Fig. 1: sequential cells grouped by signal name
Scale bar: 100 um. Other sequential cells in the stronger grey, the rest of the logic in the fainter grey.
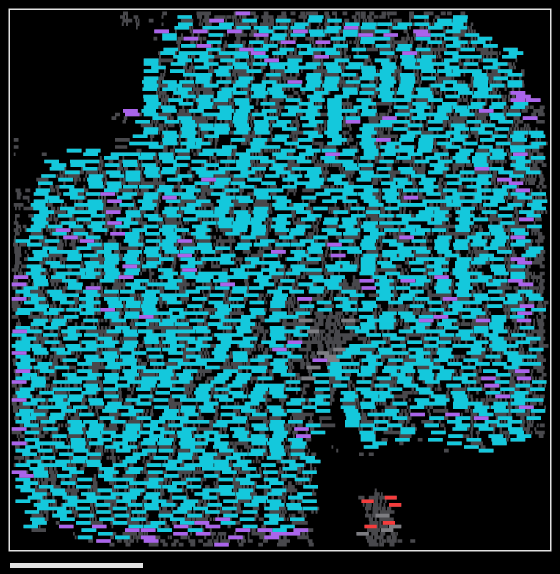
Fig. 2: the clock network
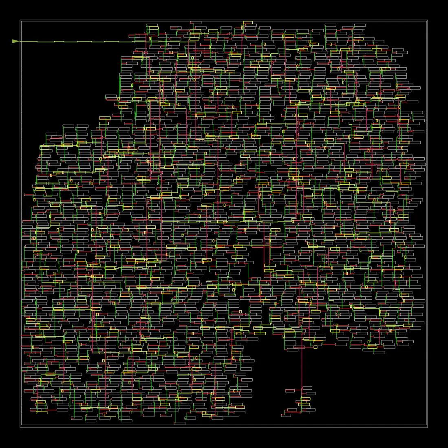
--- src/rtl/fifo_pkg.sv ---
// Shared constants for the synchronous FIFO: default geometry, thresholds
// and read-mode encodings.
package fifo_pkg;
  localparam int DEF_DATA_W    = 128;
  localparam int DEF_ADDR_W    = 4;
  localparam int DEF_AE_THRESH = 2;

  localparam int FWFT_STD  = 0;
  localparam int FWFT_FALL = 1;

  // almost_full default sits two words below the top of the FIFO
  function automatic int af_default(input int addr_w);
    return (1 << addr_w) - 2;
  endfunction
endpackage

--- src/rtl/sync_fifo_ram.sv ---
// DEPTH x DATA_W storage, one write port and one registered read port.
// A read of the address being written returns the new word (write-first).
module sync_fifo_ram #(
  parameter int DATA_W = 128,
  parameter int ADDR_W = 4
) (
  input  logic              clk,
  input  logic              we,
  input  logic [ADDR_W-1:0] waddr,
  input  logic [DATA_W-1:0] wdata,
  input  logic              re,
  input  logic [ADDR_W-1:0] raddr,
  output logic [DATA_W-1:0] rdata
);
  logic [DATA_W-1:0] mem [1 << ADDR_W];

  always_ff @(posedge clk) begin
    if (we) mem[waddr] <= wdata;
    if (re) rdata <= (we && waddr == raddr) ? wdata : mem[raddr];
  end
endmodule

--- src/rtl/sync_fifo.sv ---
// Single-clock FIFO with standard or first-word-fall-through read mode,
// occupancy/threshold flags and one-cycle handshake/error pulses.
module sync_fifo
  import fifo_pkg::*;
#(
  parameter int DATA_W    = DEF_DATA_W,
  parameter int ADDR_W    = DEF_ADDR_W,
  parameter int FWFT      = FWFT_STD,
  parameter int AF_THRESH = af_default(ADDR_W),
  parameter int AE_THRESH = DEF_AE_THRESH
) (
  input  logic              clk,
  input  logic              rst,
  input  logic [DATA_W-1:0] din,
  input  logic              wr_en,
  input  logic              rd_en,
  output logic [DATA_W-1:0] dout,
  output logic              full,
  output logic              empty,
  output logic              almost_full,
  output logic              almost_empty,
  output logic              wr_ack,
  output logic              overflow,
  output logic              valid,
  output logic              underflow,
  output logic [ADDR_W:0]   data_count
);
  localparam logic [ADDR_W:0] DEPTH_C = (ADDR_W+1)'(1 << ADDR_W);
  localparam logic [ADDR_W:0] AF_C    = (ADDR_W+1)'(AF_THRESH);
  localparam logic [ADDR_W:0] AE_C    = (ADDR_W+1)'(AE_THRESH);
  localparam logic [ADDR_W:0] CNT_1   = (ADDR_W+1)'(1);
  localparam logic [ADDR_W-1:0] PTR_1 = ADDR_W'(1);

  logic [ADDR_W-1:0] wr_ptr, rd_ptr, rd_ptr_nxt, ram_raddr;
  logic [ADDR_W:0]   cnt;
  logic [DATA_W-1:0] q, head;
  logic              vld, dout_ok;
  logic              wr_acc, rd_acc, ram_we, ram_re, mem_empty;
  logic              load_din, load_q;

  assign full   = (cnt == DEPTH_C);
  assign wr_acc = wr_en && !full;
  // in FWFT mode the RAM holds everything except the word parked in head
  assign mem_empty = (cnt == (ADDR_W+1)'(vld));

  always_comb begin
    rd_acc    = 1'b0;
    ram_we    = 1'b0;
    ram_re    = 1'b0;
    load_din  = 1'b0;
    load_q    = 1'b0;
    if (FWFT == FWFT_FALL) begin
      rd_acc = rd_en && vld;
      ram_re = 1'b1;
      // an empty RAM means the incoming word bypasses straight into head
      if (wr_acc && (!vld || (rd_acc && mem_empty))) load_din = 1'b1;
      else                                           ram_we   = wr_acc;
      load_q = rd_acc && !mem_empty;
    end else begin
      rd_acc = rd_en && (cnt != '0);
      ram_re = rd_acc;
      ram_we = wr_acc;
    end
    rd_ptr_nxt = rd_ptr;
    if ((FWFT == FWFT_FALL) ? load_q : rd_acc) rd_ptr_nxt = rd_ptr + PTR_1;
    // FWFT keeps the RAM output pointed at the next head candidate
    ram_raddr = (FWFT == FWFT_FALL) ? rd_ptr_nxt : rd_ptr;
  end

  always_ff @(posedge clk or posedge rst) begin
    if (rst) begin
      wr_ptr    <= '0;
      rd_ptr    <= '0;
      cnt       <= '0;
      vld       <= 1'b0;
      head      <= '0;
      dout_ok   <= 1'b0;
      wr_ack    <= 1'b0;
      overflow  <= 1'b0;
      underflow <= 1'b0;
    end else begin
      if (ram_we) wr_ptr <= wr_ptr + PTR_1;
      rd_ptr <= rd_ptr_nxt;
      case ({wr_acc, rd_acc})
        2'b10:   cnt <= cnt + CNT_1;
        2'b01:   cnt <= cnt - CNT_1;
        default: cnt <= cnt;
      endcase
      wr_ack    <= wr_acc;
      overflow  <= wr_en && full;
      underflow <= rd_en && !rd_acc;
      if (FWFT == FWFT_FALL) begin
        if (load_din)    head <= din;
        else if (load_q) head <= q;
        if (load_din || load_q) vld <= 1'b1;
        else if (rd_acc)        vld <= 1'b0;
      end else begin
        vld <= rd_acc;
        if (rd_acc) dout_ok <= 1'b1;
      end
    end
  end

  sync_fifo_ram #(.DATA_W(DATA_W), .ADDR_W(ADDR_W)) u_ram (
    .clk   (clk),
    .we    (ram_we),
    .waddr (wr_ptr),
    .wdata (din),
    .re    (ram_re),
    .raddr (ram_raddr),
    .rdata (q)
  );

  // RAM has no reset, so standard-mode dout is masked until the first real read
  assign dout         = (FWFT == FWFT_FALL) ? head : (dout_ok ? q : '0);
  assign valid        = vld;
  assign empty        = (FWFT == FWFT_FALL) ? !vld : (cnt == '0);
  assign almost_full  = (cnt >= AF_C);
  assign almost_empty = (cnt <= AE_C);
  assign data_count   = cnt;
endmodule

--- config.mk ---
export PLATFORM = sky130hd
export DESIGN_NAME = sync_fifo
export DESIGN_NICKNAME = d
export VERILOG_FILES = /design/src/rtl/fifo_pkg.sv /design/src/rtl/sync_fifo_ram.sv /design/src/rtl/sync_fifo.sv
export SDC_FILE = /design/constraint.sdc
export NUM_CORES = 2
export LEC_CHECK = 0
export ABC_AREA = 1
export CORE_UTILIZATION = 54
export DETAILED_ROUTE_END_ITERATION = 10
export PLACE_DENSITY = 0.71
export SLEW_MARGIN = 5
export SYNTH_ARGS = -nofsm -noshare
export SYNTH_HDL_FRONTEND = slang
export SYNTH_SLANG_ARGS = --single-unit
--- constraint.sdc ---
create_clock -name clk -period 12.1 [get_ports clk]
set_clock_uncertainty 0.2 [all_clocks]
set_input_delay 1.815 -clock clk [delete_from_list [all_inputs] [get_ports clk]]
set_output_delay 1.815 -clock clk [all_outputs]
set_load 0.01 [all_outputs]
==> reports/notes.md <==
• **worst reg2reg startpoint** ram_raddr[0]
• **number of port buffers** 272
• **fmax** 178 MHz
• **clock tree from TritonCTS** built
• **most frequent cells in the layout** 2519 x sky130_fd_sc_hd__nand2_1, 2176 x sky130_fd_sc_hd__edfxtp_1, 1888 x sky130_fd_sc_hd__nand3_1
• **FA/HA/MAJ Cells, Area Fraction** 0.127%
• **count of distinct cell types in the synthesized netlist** 28
• **cell with the largest stage delay on the worst path** sky130_fd_sc_hd__dfrtp_4
• **global-route track usage on met1** 37.1%
• **yosys xor share** 0.109%
• **share of the final layout cell area in sequential cells** 66.5%
• **Detail Route Antenna Nets** 0
• **Final Critical Period** 5600 ps
• **cell types with the largest area share after synthesis** sky130_fd_sc_hd__edfxtp_1 74%, sky130_fd_sc_hd__nand2_1 11%, sky130_fd_sc_hd__nand3_1 11%
• **antenna cells** 6
• **static leakage power** 35.8 nW
• **Post-synth EDFFs** 2176
• **run status** finished clean
• **dominant register cell** sky130_fd_sc_hd__edfxtp_1
• **Top cell area share** 74.0%
• **number of logged tool warnings** 70
• **number of antenna violations at the first check in global routing** 20
• **minimum setup slack among reg-to-reg paths** 6950 ps
• **RSZ-0062 raised after global routing** no
• **Seq share, synth** 74.5%
• **post-synthesis to final-layout area growth** 12.1%
• **critical path buffer and inverter count** 3
• **clock network area share** 6.80%
• **Worst Path Class, Setup** flop to output port
• **Peak VDD IR** 0.000222 V
• **Final Worst Setup Slack** 6500 ps
Notes on Fig. 1 above:
[red] data_count | flops: 5
[purple] u_ram.rdata | flops: 128 | where: all over the die
[cyan] u_ram.mem | flops: 2048 | where: all over the die

Notes on Fig. 2 above:
Clock Latency Late Sink: 860 ps
number of sequential storage elements: 2194
number of clock-tree buffers in the layout: 268
TritonCTS buffer count: 212
Clk. pwr: 6.41 mW

==> metal layers <==
| metal | vias to the layer above | share of wire, % |
|---|---|---|
| li1 | 25900 | - |
| met1 | 28600 | 39 |
| met2 | 2854 | 49 |
| met3 | 382 | 9.3 |
| met4 | 20 | 2.3 |
| met5 | - | 0.057 |
==> where the power goes <==
| group | leakage, nW | switching (mW) | internal [mW] |
|---|---|---|---|
| combinational | 12.6 | 5.53 | 2.38 |
| sequential | 20.0 | 0.469 | 9.48 |
| clock | 3.27 | 2.85 | 3.56 |
| total | 35.8 | 8.85 | 15.4 |
No activity file was given, so power comes from the tool's default toggle rates.
